[config.mk]
export PLATFORM = sky130hd
export DESIGN_NAME = piso_serializer
export DESIGN_NICKNAME = d
export VERILOG_FILES = /design/src/rtl/piso_serializer.sv
export SDC_FILE = /design/constraint.sdc
export NUM_CORES = 1
export LEC_CHECK = 0
export CORE_MARGIN = 1
export CORE_UTILIZATION = 40
export CTS_CLUSTER_SIZE = 30
export DETAILED_ROUTE_END_ITERATION = 8
export MAX_ROUTING_LAYER = met4
export PLACE_DENSITY = 0.67
export SYNTH_ARGS = -nofsm -noshare
export SYNTH_HDL_FRONTEND = slang
export SYNTH_SLANG_ARGS = --single-unit
[constraint.sdc]
create_clock -name CLK -period 2.75 [get_ports CLK]
set_input_delay 0.6875 -clock CLK [delete_from_list [all_inputs] [get_ports CLK]]
set_output_delay 0.6875 -clock CLK [all_outputs]
set_load 0.01 [all_outputs]
[src/rtl/piso_serializer.sv]
// Parallel-in/serial-out front end for a SISO shift-register chain.
// Accepts a WIDTH-bit word over valid/ready and emits one bit per clock with framing strobes.
module piso_serializer #(
    parameter int unsigned WIDTH     = 8,
    parameter bit          MSB_FIRST = 1'b1
) (
    input  logic             CLK,
    input  logic             RESET,
    input  logic [WIDTH-1:0] I_DATA,
    input  logic             I_VALID,
    output logic             I_READY,
    output logic             O,
    output logic             O_VALID,
    output logic             O_LAST
);

    localparam int unsigned        CNT_W    = $clog2(WIDTH);
    localparam logic [CNT_W-1:0]   CNT_LAST = CNT_W'(WIDTH - 1);

    typedef enum logic {
        IDLE,
        SHIFT
    } state_e;

    state_e             state_q, state_d;
    logic [WIDTH-1:0]   sr_q, sr_d;
    logic [CNT_W-1:0]   cnt_q, cnt_d;
    logic               o_q, o_d;
    logic               o_valid_q, o_valid_d;
    logic               o_last_q, o_last_d;
    logic               at_last;
    logic               accept;

    // Bit that goes onto O from a given shift-register image.
    function automatic logic head(input logic [WIDTH-1:0] v);
        return MSB_FIRST ? v[WIDTH-1] : v[0];
    endfunction

    function automatic logic [WIDTH-1:0] shift_once(input logic [WIDTH-1:0] v);
        if (MSB_FIRST) begin
            return {v[WIDTH-2:0], 1'b0};
        end
        return {1'b0, v[WIDTH-1:1]};
    endfunction

    // Ready while idle or while the last bit of the current word is on O (zero-gap reload).
    always_comb begin
        at_last = (state_q == SHIFT) && (cnt_q == CNT_LAST);
        I_READY = !RESET && ((state_q == IDLE) || at_last);
        accept  = I_VALID && I_READY;
    end

    always_comb begin
        state_d   = state_q;
        sr_d      = sr_q;
        cnt_d     = cnt_q;
        o_d       = o_q;
        o_valid_d = o_valid_q;
        o_last_d  = o_last_q;

        if (accept) begin
            state_d   = SHIFT;
            sr_d      = I_DATA;
            cnt_d     = '0;
            o_d       = head(I_DATA);
            o_valid_d = 1'b1;
            o_last_d  = 1'b0;
        end else begin
            case (state_q)
                IDLE: begin
                    o_d       = 1'b0;
                    o_valid_d = 1'b0;
                    o_last_d  = 1'b0;
                end
                SHIFT: begin
                    if (at_last) begin
                        state_d   = IDLE;
                        sr_d      = '0;
                        cnt_d     = '0;
                        o_d       = 1'b0;
                        o_valid_d = 1'b0;
                        o_last_d  = 1'b0;
                    end else begin
                        sr_d      = shift_once(sr_q);
                        cnt_d     = cnt_q + CNT_W'(1);
                        o_d       = head(sr_d);
                        o_valid_d = 1'b1;
                        o_last_d  = (cnt_d == CNT_LAST);
                    end
                end
                default: begin
                    state_d   = IDLE;
                    o_d       = 1'b0;
                    o_valid_d = 1'b0;
                    o_last_d  = 1'b0;
                end
            endcase
        end
    end

    always_ff @(posedge CLK) begin
        if (RESET) begin
            state_q   <= IDLE;
            sr_q      <= '0;
            cnt_q     <= '0;
            o_q       <= 1'b0;
            o_valid_q <= 1'b0;
            o_last_q  <= 1'b0;
        end else begin
            state_q   <= state_d;
            sr_q      <= sr_d;
            cnt_q     <= cnt_d;
            o_q       <= o_d;
            o_valid_q <= o_valid_d;
            o_last_q  <= o_last_d;
        end
    end

    assign O       = o_q;
    assign O_VALID = o_valid_q;
    assign O_LAST  = o_last_q;

endmodule

### The clock network, run 1

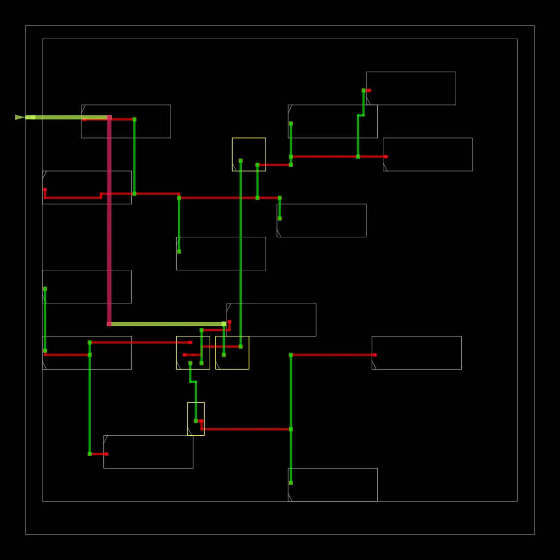
clk pwr: 0.117 mW
TritonCTS buffer count: 3
clock sinks: 13
Late-Pin Clk Latency: 0.27 ns

### M1 wires, run 1

Supply wires on this layer in gray.
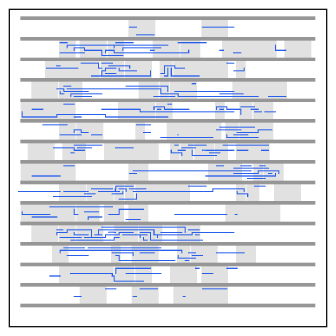
main direction: horizontal
share of all routed wire: 49%
longest straight run: 16.1 microns
nets with wire on the layer: 79

==> impl_metrics.csv, run 1 <==
group,metric,value,unit
placed_design,dpl_worst_slack,0.2493,ns
synth,post-synth-top-count-cell,"dfxtp_1",
routing,drt_pass1_iterations,4,
setup_path,worstPathArrival,1.88,ns
finish,seq_share,32.76,%
routing,top_layer_used,"met4",
timing,drv_slew,0,
power,p_comb,0.0626,mW
routing,met2_length,585,microns
finish,drive_gt1_share,8.861,%
routing,vias,520,
setup_path,r2r_start,"cnt_q[0]$_SDFFE_PP0P_",
synth,synth_flops,13,
synth,synth_cells,64,
finish,comb_area,321.6,sq um
finish,fin_util,53.36,%
setup_path,worst_ep_required_time,2.06,ns
setup_path,cp_max_fo,9,
grt,grt_pass1_vias,524,
run_status,outcome,"finished clean",
routing,drcViolationCount,0,
timing,timing.final.crit_period,2.569,ns
hold_path,hold_depth,2,
setup_path,cp-startpoint,"cnt_q[0]$_SDFFE_PP0P_",
synth,ys_types,20,
power,switching_share,24.76,%
finish,antenna_cells,0,
placed_design,port_buffers,14,
clocking,hold_buffers,0,
synth,muxShareOfSynthArea,11.00,%
setup_path,reg2reg_to,"sr_q[6]$_SDFFE_PP0P_",
grt,met3_usage,3.913,%
synth,synth_top_area_share,40.86,%
finish,layoutNonFillerInstCount,95,
finish,area_share_clock_buf_inv,3.307,%
timing,holdWs,0.4672,ns
finish,largest_reg_flops,7,
hold_path,min_to,"O$_SDFF_PP0_",
setup_path,cp_top_family,"adder cells",
synth,syn_area_per_cell,9.951,sq um
timing,finalHoldViolations,0,
power,p_leak,0.3087,nW
power,combPwrFrac,16.3,%
setup_path,rr_worst_depth,6,
timing,period_used_share,93.43,%
power,power_leader,"registers",
power,p_seq,0.204,mW
finish,nonClkBufAreaFrac,20.47,%
### Routed clock nets over the placement, run 1

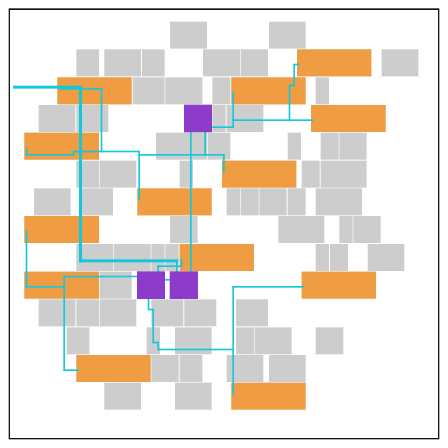
[clock drivers] purple | count: 3
[clock wires] cyan | length: 181 microns
[flip-flops] orange | count: 13
routed clock nets: 4

==> run 2, diff against run 1 <==
--- a/config.mk
+++ b/config.mk
@@ -5,12 +5,16 @@
 export SDC_FILE = /design/constraint.sdc
 export NUM_CORES = 1
 export LEC_CHECK = 0
+export CAP_MARGIN = 40
+export CELL_PAD_IN_SITES_DETAIL_PLACEMENT = 1
+export CELL_PAD_IN_SITES_GLOBAL_PLACEMENT = 2
 export CORE_MARGIN = 1
-export CORE_UTILIZATION = 40
+export CORE_UTILIZATION = 33
+export CTS_BUF_LIST = sky130_fd_sc_hd__clkbuf_8
 export CTS_CLUSTER_SIZE = 30
 export DETAILED_ROUTE_END_ITERATION = 8
 export MAX_ROUTING_LAYER = met4
-export PLACE_DENSITY = 0.67
+export PLACE_DENSITY = 0.86
 export SYNTH_ARGS = -nofsm -noshare
 export SYNTH_HDL_FRONTEND = slang
 export SYNTH_SLANG_ARGS = --single-unit
### Placed cells, one color a class, run 2

Bar = 10 microns.
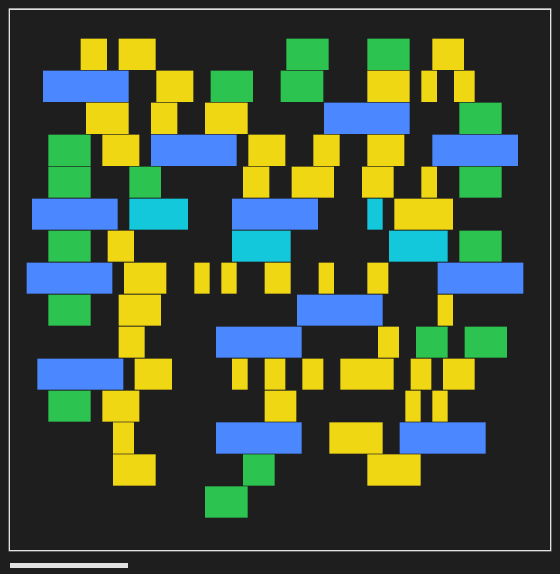
[remaining buffers and delay cells] green | cells: 17
[combinational and other logic] yellow | cells: 45
[clock drivers and dummy loads] cyan | cells: 4
[sequential cells] blue | cells: 13

==> run 2 against run 1 <==
Against the previous run: cell area increased by 3.8%; count of clock-buffer cells in the layout decreased by 1; sequential power about the same; critical path type unchanged; register-to-register slack got worse by 0.05 ns; synthesized cell count unchanged; clock power increased by 44%; fmax increased by 0.69%.
==> impl_metrics.csv, run 2 <==
group,metric,value,unit
power,switching_share,24.02,%
routing,drt_wl_total,1414,microns
power,p_leak,0.3206,nW
power,p_comb,0.0632,mW
routing,vias,538,
timing,period_used_share,92.79,%
placed_design,dpl_worst_slack,0.2796,ns
timing,drv_slew,0,
synth,ys_seq_share,40.86,%
synth,synth_flops,13,
setup_path,worstPathArrival,1.86,ns
setup_path,worst_setup_path_end_kind,"output pin",
synth,ys_types,20,
finish,area_share_clock_buf_inv,5.463,%
power,p_seq,0.205,mW
finish,seq_share,31.56,%
routing,drt_pass1_iterations,3,
finish,drive_gt1_share,8.861,%
timing,timing.final.crit_period,2.552,ns
grt,grt_pass1_vias,534,
routing,top_layer_used,"met4",
timing,holdWs,0.4552,ns
clocking,hold_buffers,0,
synth,syn_area_per_cell,9.951,sq um
setup_path,r2r_start,"cnt_q[1]$_SDFFE_PP0P_",
run,warning_count,27,
clocking,cts_buffers,3,
synth,synth_cells,64,
setup_path,cp_top_family,"adder cells",
synth,synth_top_area_share,40.86,%
setup_path,cp-startpoint,"cnt_q[1]$_SDFFE_PP0P_",
power,combPwrFrac,14.5,%
finish,comb_area,321.6,sq um
grt,grt.met1_usage,19.38,%
finish,lay_top_count,"clkdlybuf4s50_1",
run,cap_violations,0,
clocking,cts_num_sinks,13,
timing,finalHoldViolations,0,
synth,edf_count,0,
setup_path,reg2reg_to,"sr_q[2]$_SDFFE_PP0P_",
setup_path,worst_ep_required_time,2.06,ns
finish,antenna_cells,0,
setup_path,cp_max_fo,9,
hold_path,hold_depth,2,
finish,n_fill_cell,223,
grt,met3_usage,5.952,%
routing,met2_length,698,microns
synth,muxShareOfSynthArea,11.00,%
finish,nonClkBufAreaFrac,19.73,%
finish,layoutNonFillerInstCount,104,
power,power_leader,"registers",
synth,post-synth-top-count-cell,"dfxtp_1",
routing,wl_met3,50,microns
synth,fp_nets,78,
run_status,outcome,"finished clean",
grt,track_usage,16.65,%
setup_path,rr_worst_depth,6,
Power is estimated from default activity; no workload was simulated.
